==> images/congestion_map.png <==
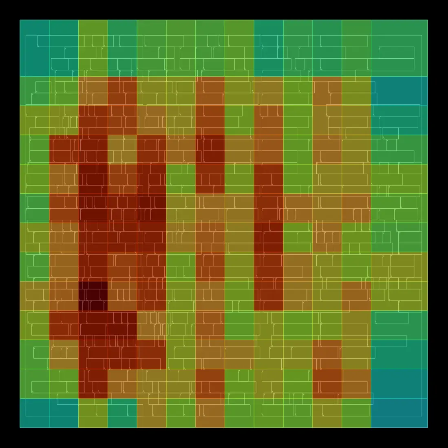
==> images/m4.png <==
Scale bar: 20 um.
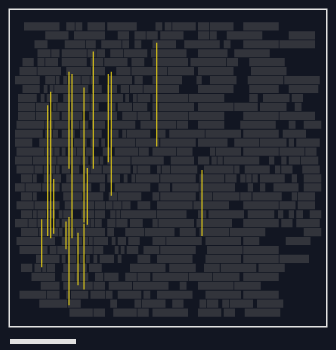
File: config.mk
export PLATFORM = sky130hd
export DESIGN_NAME = lcd_write_arbiter
export DESIGN_NICKNAME = d
export VERILOG_FILES = /design/src/rtl/lcd_write_arbiter.sv
export SDC_FILE = /design/constraint.sdc
export NUM_CORES = 1
export LEC_CHECK = 0
export CORE_MARGIN = 1
export CORE_UTILIZATION = 51
export CTS_BUF_LIST = sky130_fd_sc_hd__clkbuf_4 sky130_fd_sc_hd__clkbuf_8 sky130_fd_sc_hd__clkbuf_16
export CTS_CLUSTER_SIZE = 14
export DETAILED_ROUTE_END_ITERATION = 8
export PLACE_DENSITY = 0.75
export SETUP_SLACK_MARGIN = 0.5
export SYNTH_ARGS = -nofsm -noshare
export SYNTH_HDL_FRONTEND = slang
export SYNTH_SLANG_ARGS = --single-unit
File: constraint.sdc
create_clock -name clock -period 2.1 [get_ports clock]
set_input_delay 0.63 -clock clock [delete_from_list [all_inputs] [get_ports clock]]
set_output_delay 0.63 -clock clock [all_outputs]
set_load 0.05 [all_outputs]
File: src/rtl/lcd_write_arbiter.sv
`default_nettype none
// ============================================================================
// lcd_write_arbiter : two-FIFO round-robin arbiter for the LCD char port
// Rev 1.0
// ============================================================================

module lcd_warb_fifo #(
    parameter int FIFO_DEPTH = 4,
    parameter int DATA_W     = 8
) (
    input  logic                          clock,
    input  logic                          resetn,
    input  logic                          i_push,
    input  logic [DATA_W-1:0]             i_data,
    input  logic                          i_pop,
    output logic [DATA_W-1:0]             o_head,
    output logic [$clog2(FIFO_DEPTH):0]   o_level,
    output logic                          o_overflow
);
    localparam int c_AW = $clog2(FIFO_DEPTH);
    localparam logic [c_AW:0] c_FULL = (c_AW+1)'(FIFO_DEPTH);

    logic [DATA_W-1:0] r_mem [FIFO_DEPTH];
    logic [c_AW-1:0]   r_wr;
    logic [c_AW-1:0]   r_rd;
    logic [c_AW:0]     r_level;
    logic              r_ovf;
    logic              w_pop;
    logic              w_push_ok;

    assign w_pop     = i_pop && (r_level != '0);
    // A full FIFO still accepts when its head leaves in the same cycle
    assign w_push_ok = i_push && ((r_level != c_FULL) || w_pop);

    always_ff @(posedge clock) begin
        if (!resetn) begin
            r_wr    <= '0;
            r_rd    <= '0;
            r_level <= '0;
            r_ovf   <= 1'b0;
        end else begin
            if (w_push_ok) begin
                r_mem[r_wr] <= i_data;
                r_wr        <= r_wr + 1'b1;
            end
            if (w_pop) begin
                r_rd <= r_rd + 1'b1;
            end
            if (i_push && !w_push_ok) begin
                r_ovf <= 1'b1;
            end
            case ({w_push_ok, w_pop})
                2'b10:   r_level <= r_level + 1'b1;
                2'b01:   r_level <= r_level - 1'b1;
                default: r_level <= r_level;
            endcase
        end
    end

    assign o_head     = r_mem[r_rd];
    assign o_level    = r_level;
    assign o_overflow = r_ovf;
endmodule

module lcd_write_arbiter #(
    parameter int FIFO_DEPTH = 4,
    parameter int DATA_W     = 8
) (
    input  logic                          clock,
    input  logic                          resetn,
    input  logic                          kb_valid,
    input  logic [DATA_W-1:0]             kb_data,
    input  logic                          cpu_valid,
    input  logic [DATA_W-1:0]             cpu_data,
    input  logic                          lcd_busy,
    output logic                          lcd_we,
    output logic [DATA_W-1:0]             lcd_data,
    output logic                          grant_cpu,
    output logic                          kb_overflow,
    output logic                          cpu_overflow,
    output logic [$clog2(FIFO_DEPTH):0]   kb_level,
    output logic [$clog2(FIFO_DEPTH):0]   cpu_level
);
    typedef enum logic [0:0] {
        S_IDLE  = 1'b0,
        S_ISSUE = 1'b1
    } state_t;

    state_t            r_state;
    state_t            w_next;
    logic              r_kb_v;
    logic [DATA_W-1:0] r_kb_d;
    logic              r_cpu_v;
    logic [DATA_W-1:0] r_cpu_d;
    logic              r_last_cpu;
    logic              r_lcd_we;
    logic [DATA_W-1:0] r_lcd_data;
    logic              r_grant_cpu;
    logic              w_pop_kb;
    logic              w_pop_cpu;
    logic [DATA_W-1:0] w_kb_head;
    logic [DATA_W-1:0] w_cpu_head;
    logic              w_kb_ne;
    logic              w_cpu_ne;

    // Input capture stage: a push lands in its FIFO one edge after the strobe
    always_ff @(posedge clock) begin
        if (!resetn) begin
            r_kb_v  <= 1'b0;
            r_kb_d  <= '0;
            r_cpu_v <= 1'b0;
            r_cpu_d <= '0;
        end else begin
            r_kb_v  <= kb_valid;
            r_kb_d  <= kb_data;
            r_cpu_v <= cpu_valid;
            r_cpu_d <= cpu_data;
        end
    end

    lcd_warb_fifo #(.FIFO_DEPTH(FIFO_DEPTH), .DATA_W(DATA_W)) u_kb_fifo (
        .clock      (clock),
        .resetn     (resetn),
        .i_push     (r_kb_v),
        .i_data     (r_kb_d),
        .i_pop      (w_pop_kb),
        .o_head     (w_kb_head),
        .o_level    (kb_level),
        .o_overflow (kb_overflow)
    );

    lcd_warb_fifo #(.FIFO_DEPTH(FIFO_DEPTH), .DATA_W(DATA_W)) u_cpu_fifo (
        .clock      (clock),
        .resetn     (resetn),
        .i_push     (r_cpu_v),
        .i_data     (r_cpu_d),
        .i_pop      (w_pop_cpu),
        .o_head     (w_cpu_head),
        .o_level    (cpu_level),
        .o_overflow (cpu_overflow)
    );

    assign w_kb_ne  = (kb_level != '0);
    assign w_cpu_ne = (cpu_level != '0);

    always_comb begin
        w_next    = r_state;
        w_pop_kb  = 1'b0;
        w_pop_cpu = 1'b0;
        case (r_state)
            S_IDLE: begin
                // On a tie the side not granted last wins; r_last_cpu resets to 0 so cpu wins first
                if (w_cpu_ne && (!w_kb_ne || !r_last_cpu)) begin
                    w_pop_cpu = 1'b1;
                    w_next    = S_ISSUE;
                end else if (w_kb_ne) begin
                    w_pop_kb  = 1'b1;
                    w_next    = S_ISSUE;
                end
            end
            S_ISSUE: begin
                if (!lcd_busy) begin
                    w_next = S_IDLE;
                end
            end
            default: w_next = S_IDLE;
        endcase
    end

    always_ff @(posedge clock) begin
        if (!resetn) begin
            r_state     <= S_IDLE;
            r_lcd_we    <= 1'b0;
            r_lcd_data  <= '0;
            r_grant_cpu <= 1'b0;
            r_last_cpu  <= 1'b0;
        end else begin
            r_state  <= w_next;
            r_lcd_we <= (w_next == S_ISSUE);
            if (w_pop_cpu) begin
                r_lcd_data  <= w_cpu_head;
                r_grant_cpu <= 1'b1;
            end else if (w_pop_kb) begin
                r_lcd_data  <= w_kb_head;
                r_grant_cpu <= 1'b0;
            end
            if ((r_state == S_ISSUE) && !lcd_busy) begin
                r_last_cpu <= r_grant_cpu;
            end
        end
    end

    assign lcd_we    = r_lcd_we;
    assign lcd_data  = r_lcd_data;
    assign grant_cpu = r_grant_cpu;
endmodule
`default_nettype wire
==> reports/qor.yml <==
run_status: "complete, but fails checks"
failed_checks: "setup timing"
crit_arrival_ns: 2.61
cts.hold.buffers_added: 0
clk_root_buffer_cell: "sky130_fd_sc_hd__clkbuf_8"
synthFlopType: "sky130_fd_sc_hd__edfxtp_1"
cts.sinks: 113
power-per-cell-area_nw_per_um2: 1430
core_util_floorplan_pct: 53.9
fin_area_um2: 6610
grt_setup_unrepaired: "true"
area_delta_synth_final_pct: 46.4
syn_area_per_cell_um2: 14.2
floorplan.rows: 33
synth.ff_latch_count: 113
asyncSetResetFlopFracSynth_pct: 0
detailed_place_hpwl_um: 5730
worst-setup-path-type: "register to register"
clkLatencyLatePin_ns: 0.51
ir_drop_uv: 969
portBuffers: 38
rr_worst_depth: 7
antenna_violations_before_repair: 0
ys_cells: 319
floorplan.die.width_um: 96.1
antennaDiodeCount: 0
num-nets-final: 453
synth.area.top_cells: "sky130_fd_sc_hd__edfxtp_1 (43%), sky130_fd_sc_hd__dfxtp_1 (22%), sky130_fd_sc_hd__mux4_2 (8.0%)"
place_ws_ns: -0.0516
yosys_chip_area_um2: 4520
worst_setup_path_end_kind: "register"
cap_violations: 0
number_of_global_route_vias_before_repair: 3176
final_critical_path_setup_slack_ns: -0.0952
ctsLongestPathBuffers: 2
via_per_inst: 5.77
hold_depth: 1
post_synth_top_area_cell: "sky130_fd_sc_hd__edfxtp_1"
critical-path-max-stage-delay_ns: 0.47
drtIter0Drc: 153
number_of_hold_violations_in_the_final_report: 0
antenna_viol_nets_final: 0
grt_pass1_wl_um: 16400
finalSetupTns_ns: -0.143
synth-warning-count: 0
routabilityCongestion: 0.852
post_drt_wl_per_cell_um: 21.1
clock_tree.htree_level_count: 4
synthesis.area_um2: 4520
globalRoute.totalOverflow: 0
synth_sequential_area_ratio_pct: 64.3
cp_slowest_cell: "sky130_fd_sc_hd__fa_2"
final-setup-viol-count: 4
remaining_drc_errors: 0
critical_path_peak_fanout: 2
final_layout_top_logic_cell: "sky130_fd_sc_hd__edfxtp_1"
total_leakage_power_nw: 2.44
stage_log_warnings: 35
crit_path_cell_trace: "or3_4 -> a211oi_4 -> nand2b_1 -> fa_2 -> a21oi_2 -> o211ai_1 -> a221oi_2"
clock-skew-final_ns: 0.0108
drive_gt1_share_pct: 46.2
chipArea_um2: 9240
detailed_place.area_um2: 5180
pin_count_of_the_biggest_net_entering_global_routing: 19
clk_transition_reported_paths_ns: 0.06
fmax_mhz: 456
top_post_synthesis_cells_by_count: "sky130_fd_sc_hd__edfxtp_1 (64), sky130_fd_sc_hd__dfxtp_1 (49), sky130_fd_sc_hd__and2_1 (18), sky130_fd_sc_hd__inv_1 (18)"
core_um2: 8380
netlist_instances: 319
synth_dominant_cell_count: "sky130_fd_sc_hd__edfxtp_1"
final_min_period_over_clock_period_pct: 105
top_cell_area_share_pct: 42.5
timing.final.max_slew_violations: 0
post-route-min-period_ns: 2.20
mostFrequentLayoutCells: "sky130_fd_sc_hd__edfxtp_1 (64), sky130_fd_sc_hd__buf_4 (35), sky130_fd_sc_hd__dfxtp_1 (31)"
number_of_enable_type_register_cells_in_the_synthesized_netlist: 64
cts_buffers: 17
timing.critical_path.required_ns: 2.52
About congestion_map.png:
aggregate global-route resource usage: 25.6%
met2 Usage GRT: 43.9%
met3 track utilization from global routing: 6.95%
utilization of the core after routing: 78.9%

About m4.png:
share of all routed wire: 4.1%
longest straight run: 49.6 um
wire length on this layer: 471 um
nets with wire on the layer: 16
DRT Wirelength: 11,400 um
Via Count: 3,117

## worst max-delay path, delay by kind of cell, from the launching register on
| kind | cells | cell delay (ns) |
|---|---|---|
| flip-flops | 1 | 0.35 |
| adder cells (fa/ha/maj) | 1 | 0.47 |
| AND/OR/NAND/NOR | 2 | 0.56 |
| AND-OR/OR-AND | 4 | 0.72 |
## sequential cells by signal, indices dropped and copies added, names as in the netlist, 2 cells and up, named ones only
signal              cells
r_kb_d                  8
r_cpu_d                 8
lcd_data                8
u_kb_fifo.r_rd          2
u_cpu_fifo.r_rd         2
u_kb_fifo.o_level       3
u_cpu_fifo.r_mem       32
u_kb_fifo.r_mem        32
u_kb_fifo.r_wr          2
u_cpu_fifo.o_level      3
u_cpu_fifo.r_wr         2
## metal layers
layer	part of all wire, %	global-route usage, %	vias up
li1	-	-	1393
met1	36	28.8	1540
met2	54	43.9	149
met3	5.7	6.95	35
met4	4.1	14.6	0
met5	0	0	-
## metrics by stage
stage                     power [mW]  hold slack [ns]
after floorplan                 4.53            0.438
after global placement          5.04            0.457
after detailed placement        5.10            0.464
after CTS                       8.58            0.476
after global routing            9.81            0.496
final                           9.46            0.481
## path summary, 6_finish.rpt
path	startpoint	to	slack (ns)
worst min register to register	u_cpu_fifo.o_overflow$_SDFFE_PN0P_	u_cpu_fifo.o_overflow$_SDFFE_PN0P_	0.48
worst max-delay path	u_cpu_fifo.o_level[0]$_SDFFE_PN0P_	u_kb_fifo.o_level[1]$_SDFFE_PN0P_	-0.1
worst max register to register	u_cpu_fifo.o_level[0]$_SDFFE_PN0P_	u_kb_fifo.o_level[1]$_SDFFE_PN0P_	-0.1
worst min-delay path	u_cpu_fifo.o_overflow$_SDFFE_PN0P_	u_cpu_fifo.o_overflow$_SDFFE_PN0P_	0.48
## cell type report
class | count | area (um2)
Tap cell | 105 | 131
Inverter | 18 | 67.6
Clock inverter | 10 | 109
Timing Repair Buffer | 101 | 1060
Clock buffer | 22 | 470
Sequential cell | 113 | 2940
Fill cell | 472 | 1770
Multi-Input combinational cell | 171 | 1840
## logic make-up (layout without fill, tap and decap cells)
group	after synthesis	after routing	synth area share [%]
mux	27	27	10.4
flops	113	113	64.3
xor+xnor	7	7	1.36
buf+inv	35	151	3.24
fa+ha+maj	10	10	3.10
simple gates	81	81	10.4
compound gates	46	46	7.17
## power breakdown
| part | switching [mW] | internal (mW) | leakage, nW | total (mW) |
|---|---|---|---|---|
| Sequential | 0.266 | 2.59 | 1.00 | 2.86 |
| Combinational | 1.97 | 1.88 | 1.15 | 3.84 |
| Clock | 0.965 | 1.80 | 0.287 | 2.76 |
## what timing repair did
action                     4_1_cts  5_1_grt
setup buffers                   31       10
gates cloned                     0        1
pin swaps                       20       24
setup endpoints to repair      101      108
resized                         75       52
No activity file was given, so power comes from the tool's default toggle rates.
